### src/rtl/if_id_fetch_queue_pkg.sv
// Shared pipeline definitions for the IF/ID fetch queue.
package if_id_fetch_queue_pkg;

    localparam int INSTR_W = 32;
    localparam int PC_W    = 32;

    localparam logic [INSTR_W-1:0] NOP_INSTR = 32'h0000_0000;

    // One buffered fetch: instruction word plus the PC+4 that goes with it.
    typedef struct packed {
        logic [INSTR_W-1:0] instr;
        logic [PC_W-1:0]    pci;
    } fetch_entry_t;

endpackage

### src/rtl/if_id_fetch_queue_mem.sv
// Entry storage for the fetch queue: one synchronous write port and one
// asynchronous read port so the head entry is visible without a read cycle.
module fetch_queue_mem
    import if_id_fetch_queue_pkg::*;
#(
    parameter int DEPTH  = 4,
    parameter int ADDR_W = 2
) (
    input  logic               Clk,
    input  logic               wr_en,
    input  logic [ADDR_W-1:0]  wr_addr,
    input  fetch_entry_t       wr_data,
    input  logic [ADDR_W-1:0]  rd_addr,
    output fetch_entry_t       rd_data
);

    fetch_entry_t mem [DEPTH];

    // Storage is not reset; the count in the parent decides what is valid.
    always_ff @(posedge Clk) begin
        if (wr_en) begin
            mem[wr_addr] <= wr_data;
        end
    end

    assign rd_data = mem[rd_addr];

endmodule

### src/rtl/if_id_fetch_queue.sv
// In-order queue between fetch and decode. Accepts {instr, PC+4} from IF,
// presents the head to ID with valid/ready, and drops everything on a flush.
module if_id_fetch_queue
    import if_id_fetch_queue_pkg::*;
#(
    parameter int                 DEPTH  = 4,
    parameter int                 ADDR_W = 2,
    parameter logic [INSTR_W-1:0] NOP    = NOP_INSTR
) (
    input  logic               Clk,
    input  logic               Rst,
    input  logic               In_Valid,
    input  logic [INSTR_W-1:0] In_Instr,
    input  logic [PC_W-1:0]    In_PCI,
    output logic               In_Ready,
    output logic               Out_Valid,
    output logic [INSTR_W-1:0] Out_Instr,
    output logic [PC_W-1:0]    Out_PCI,
    input  logic               Out_Ready,
    input  logic               Flush,
    output logic [ADDR_W:0]    Count,
    output logic               Ovf
);

    localparam logic [ADDR_W:0] FULL_CNT = (ADDR_W + 1)'(DEPTH);

    logic [ADDR_W-1:0] wr_ptr;
    logic [ADDR_W-1:0] rd_ptr;
    logic [ADDR_W:0]   count;
    logic              ovf_q;
    logic              push;
    logic              pop;
    fetch_entry_t      wr_entry;
    fetch_entry_t      rd_entry;

    // Handshake flags come only from the registered count, so Out_Ready never
    // reaches In_Ready combinationally; a full queue refuses a push even while
    // it is being popped.
    always_comb begin
        In_Ready  = (count != FULL_CNT);
        Out_Valid = (count != '0);
        push      = In_Valid & In_Ready & ~Flush;
        pop       = Out_Valid & Out_Ready & ~Flush;
    end

    // Pointer/count update; flush wins over push and pop, pointers wrap naturally.
    always_ff @(posedge Clk or negedge Rst) begin
        if (!Rst) begin
            wr_ptr <= '0;
            rd_ptr <= '0;
            count  <= '0;
        end else if (Flush) begin
            wr_ptr <= '0;
            rd_ptr <= '0;
            count  <= '0;
        end else begin
            if (push) begin
                wr_ptr <= wr_ptr + 1'b1;
            end
            if (pop) begin
                rd_ptr <= rd_ptr + 1'b1;
            end
            case ({push, pop})
                2'b10:   count <= count + 1'b1;
                2'b01:   count <= count - 1'b1;
                default: count <= count;
            endcase
        end
    end

    // Dropped-push indicator, one cycle after IF offered a word to a full queue.
    always_ff @(posedge Clk or negedge Rst) begin
        if (!Rst) begin
            ovf_q <= 1'b0;
        end else begin
            ovf_q <= In_Valid & ~In_Ready & ~Flush;
        end
    end

    assign wr_entry.instr = In_Instr;
    assign wr_entry.pci   = In_PCI;

    fetch_queue_mem #(
        .DEPTH  (DEPTH),
        .ADDR_W (ADDR_W)
    ) u_mem (
        .Clk     (Clk),
        .wr_en   (push),
        .wr_addr (wr_ptr),
        .wr_data (wr_entry),
        .rd_addr (rd_ptr),
        .rd_data (rd_entry)
    );

    // Show-ahead head; empty queue presents a NOP with a zero PC+4.
    always_comb begin
        Out_Instr = NOP;
        Out_PCI   = '0;
        if (Out_Valid) begin
            Out_Instr = rd_entry.instr;
            Out_PCI   = rd_entry.pci;
        end
    end

    assign Count = count;
    assign Ovf   = ovf_q;

endmodule

### config.mk
export PLATFORM = sky130hd
export DESIGN_NAME = if_id_fetch_queue
export DESIGN_NICKNAME = d
export VERILOG_FILES = /design/src/rtl/if_id_fetch_queue_pkg.sv /design/src/rtl/if_id_fetch_queue_mem.sv /design/src/rtl/if_id_fetch_queue.sv
export SDC_FILE = /design/constraint.sdc
export NUM_CORES = 1
export LEC_CHECK = 0
export ABC_AREA = 1
export ABC_CLOCK_PERIOD_IN_PS = 4460
export CAP_MARGIN = 20
export CELL_PAD_IN_SITES_DETAIL_PLACEMENT = 0
export CELL_PAD_IN_SITES_GLOBAL_PLACEMENT = 1
export CORE_MARGIN = 10
export CORE_UTILIZATION = 30
export DETAILED_ROUTE_END_ITERATION = 6
export GPL_TIMING_DRIVEN = 0
export HOLD_SLACK_MARGIN = 0.03
export PLACE_DENSITY = 0.68
export SLEW_MARGIN = 20
export SYNTH_ARGS = -nofsm -noshare
export SYNTH_HDL_FRONTEND = slang
export SYNTH_SLANG_ARGS = --single-unit
### constraint.sdc
create_clock -name Clk -period 4.46 [get_ports Clk]
set_input_delay 0.892 -clock Clk [delete_from_list [all_inputs] [get_ports Clk]]
set_output_delay 0.892 -clock Clk [all_outputs]
set_load 0.005 [all_outputs]
### Clock network drawn from the DEF, run 1

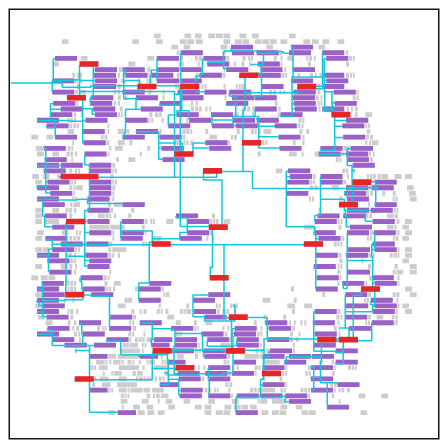
[red] clock-net drivers | count: 29
[purple] flip-flops | count: 264
[cyan] clock wires | length: 3280 microns
flops lie	widely spread
routed clock nets	30
Setup Skew: 0.008331 ns
Clock net power: 2.16 mW
clock power share: 0.350
clock latency at the later pin of the worst-skew pair: 0.53 ns

### Routed metal per tile, run 1

21 x 21 tiles, from black (low) to pale yellow (high), scaled to the fullest tile. Values are wire area over tile area, all layers added.
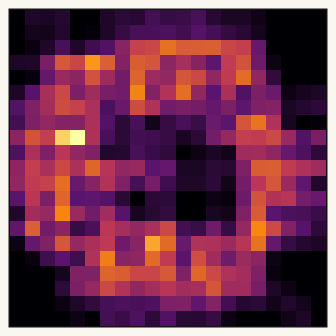
mean over tiles	0.10
fullest tile	0.37
emptiest ninth of the die	middle

==> flow_summary.ini, run 1 <==
; generated from flow reports
[yosys]
post-synth-top-area-fraction = 0.7326
ys_warn_count = 0
async_flop_share = 0.03030
synthCells = 824
ff_type = edfxtp_1
yosys.stat.seqShare = 0.7517
ys_cells = 824
netlist-cell-type-count = 28
ys.flops = 264
fp_nets = 898

[place]
port_buffers = 138
place.gp.congestion = 0.7119
dp_cells = 1429

[finish]
logic_area_sq_um = 2263
fillers = 3306
seq_share = 0.5794
clkbuf_count = 42
final_layout_size_suffix_gt1_frac = 0.1121
regArea_sq_um = 7888
nNetsFinal = 1079
fin_cells = 1482
inv_count = 16

[sta]
fin_ws_ns = 0.9552
slew_viol_final = 0
layout_min_cycle_time_ns = 3.505
clock.fmax_mhz = 285.3

[critical_path]
crit_type = reg2out
slowest_stage = clkdlybuf4s50_1
path_cells = buf_4, inv_2, buf_4, clkbuf_2, o21ai_0, a21oi_1, clkdlybuf4s50_1
setup.worst_path.end_class = output port

[routing]
wl_met3_microns = 1702
vias_per_cell = 4.500
dr.pass1.iters = 5
vias = 6669
routed_wl_microns = 27260

[power]
pwr-share-comb = 0.191
powerSeq_mw = 2.82

[clock_tree]
hold_buffers = 0
cts_tree = built

[floorplanning]
fp_util = 0.3038

[global_routing]
use_met3 = 0.03129
grt_max_degree = 24
grt_usage = 0.1220
grt.overflow.total = 0

[outcome]
status = finished clean

[job]
warnings = 29
cap_violations = 0

[hold_path]
min_path_type = reg2reg
### Placement view, run 1

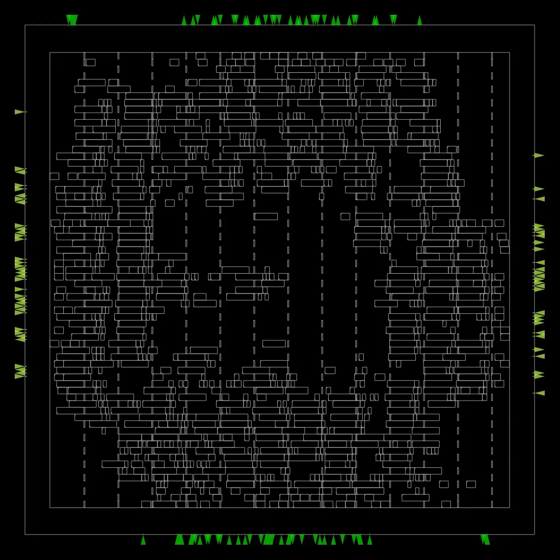
fin util: 0.3941
Cell Rows: 68

==> run 1: flip-flops by register name, summed over array words and instances, names as in the netlist <==
signal and flops:
rd_ptr 2, Ovf 1, Count 3, u_mem.mem 256, wr_ptr 2
==> run 1: metrics by stage <==
stage | total power, mW | utilization
after floorplan | 3.397 | -
after global placement | 4.060 | 0.3602
after detailed placement | 4.076 | 0.3691
after CTS | 6.255 | 0.3940
after global routing | 6.462 | 0.3940
final | 6.155 | 0.3941
==> run 1: cells by family (layout without fill, tap and decap cells) <==
group                      Yosys count  count (layout)  synth area share
and+or+nand+nor                    289             289            0.1079
DFF                                264             264            0.7517
other                                0               1                 0
AOI/OAI and AO/OA                  200             200           0.09743
xor gates and xnor gates             1               1         0.0008349
adders and majority gates            5               5          0.006678
buffers and inverters               65             267           0.03541
### Gate families picked out, run 1

Scale bar: 50 microns.
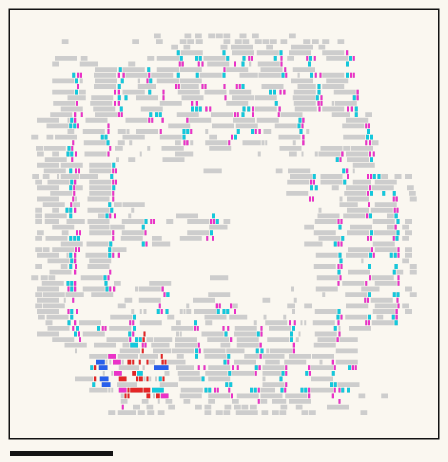

==> inputs of run 2 (changes only) <==
--- a/config.mk
+++ b/config.mk
@@ -6,7 +6,7 @@
 export NUM_CORES = 1
 export LEC_CHECK = 0
 export ABC_AREA = 1
-export ABC_CLOCK_PERIOD_IN_PS = 4460
+export ABC_CLOCK_PERIOD_IN_PS = 2850
 export CAP_MARGIN = 20
 export CELL_PAD_IN_SITES_DETAIL_PLACEMENT = 0
 export CELL_PAD_IN_SITES_GLOBAL_PLACEMENT = 1
@@ -15,7 +15,7 @@
 export DETAILED_ROUTE_END_ITERATION = 6
 export GPL_TIMING_DRIVEN = 0
 export HOLD_SLACK_MARGIN = 0.03
-export PLACE_DENSITY = 0.68
+export PLACE_DENSITY = 0.7
 export SLEW_MARGIN = 20
 export SYNTH_ARGS = -nofsm -noshare
 export SYNTH_HDL_FRONTEND = slang
==> constraint.sdc (replaced) <==
create_clock -name Clk -period 2.85 [get_ports Clk]
set_input_delay 0.57 -clock Clk [delete_from_list [all_inputs] [get_ports Clk]]
set_output_delay 0.57 -clock Clk [all_outputs]
set_load 0.005 [all_outputs]
### Gate families picked out, run 2

Scale bar: 50 microns.
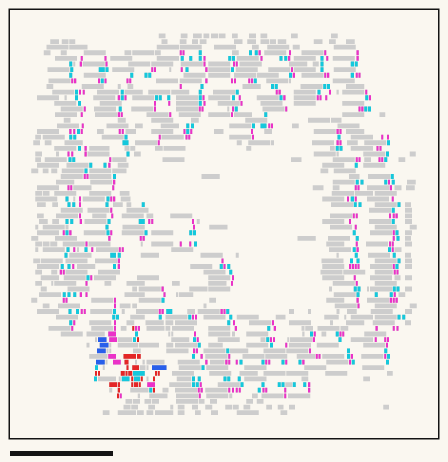
color	family	cells
blue	fa/ha/maj cells	5
red	nand cells	25
cyan	aoi and oai cells	200
magenta	nor cells	264

==> run 2 against run 1 <==
Effect of this change:
- the run now ends with setup timing left
- cell count grew 0.20%
- via count is 0.78% higher
- first-iteration DRC count is 4.9% higher
- register-to-register slack got worse by 1.6 ns
- core utilization up 0.76 points
- clock skew is essentially flat
- critical path type unchanged
- largest power group unchanged
- highest routed layer unchanged
==> flow_summary.ini, run 2 <==
; generated from flow reports
[finish]
largest-register = u_mem.mem
nNetsFinal = 1082
fillers = 3276
final_util = 0.4017
inv_count = 16
seq_share = 0.5684
clkbuf_count = 39
largest_reg_flops = 256
fin_cells = 1485

[yosys]
yosys.area_share.simple = 0.1079
ys.flops = 264
top_logic_kind = simple AND/OR/NAND/NOR gates
ys_cells = 824
xor_area_frac = 0.0008347
post-synth-top-area-fraction = 0.7326
fp_nets = 898
ys_sh_aoi = 0.09742
ys_sh_mux = 0
ys_warn_count = 0

[critical_path]
setup.worst_path.end_class = output port
path_cells = buf_4, buf_2, nor2_1, o21ai_0, a21oi_1, clkdlybuf4s50_1
slowest_stage = clkdlybuf4s50_1
crit_type = reg2out

[sta]
fin_ws_ns = -0.01045
finClkSkew_ns = 0.008541
layout_min_cycle_time_ns = 2.860
setup_violations = 1

[clock_tree]
cts_tree = built
hold_buffers = 0
insertion_delay_ns = 0.54

[routing]
vias_per_cell = 4.526
dr.pass1.iters = 5

[job]
cap_violations = 0
warnings = 32

[hold_path]
min_path_type = in2async

[power]
power_mw = 9.746
pwr-share-comb = 0.192

[place]
port_buffers = 138
place.gp.congestion = 0.7043

[outcome]
status = finished, violations left
violations = setup timing
[run 2: cell counts after synthesis]
No cell type changed its count.
[run 2: layer usage]
metal  GRT usage  share of wire
met5           0        0.00047
met4     0.02735          0.014
met3     0.03054          0.058
met2      0.2098           0.48
met1      0.1572           0.45
[run 2: kinds of logic after synthesis]
kind of cell | Yosys count
AND/OR/NAND/NOR | 289
adder cells (fa/ha/maj) | 5
XOR/XNOR | 1
buffers and inverters | 65
flip-flops | 264
AND-OR/OR-AND | 200
[run 2: power by group through the flow]
stage                     clock network (mW)  registers (mW)  logic (mW)
final                                   3.45            4.42        1.88
after global routing                    3.71            4.43        2.08
after detailed placement                   0            4.50        1.89
after CTS                               3.56            4.42        1.91
after global placement                     0            4.51        1.84
after floorplan                            0            4.50       0.812
Power and IR drop assume default switching activity.
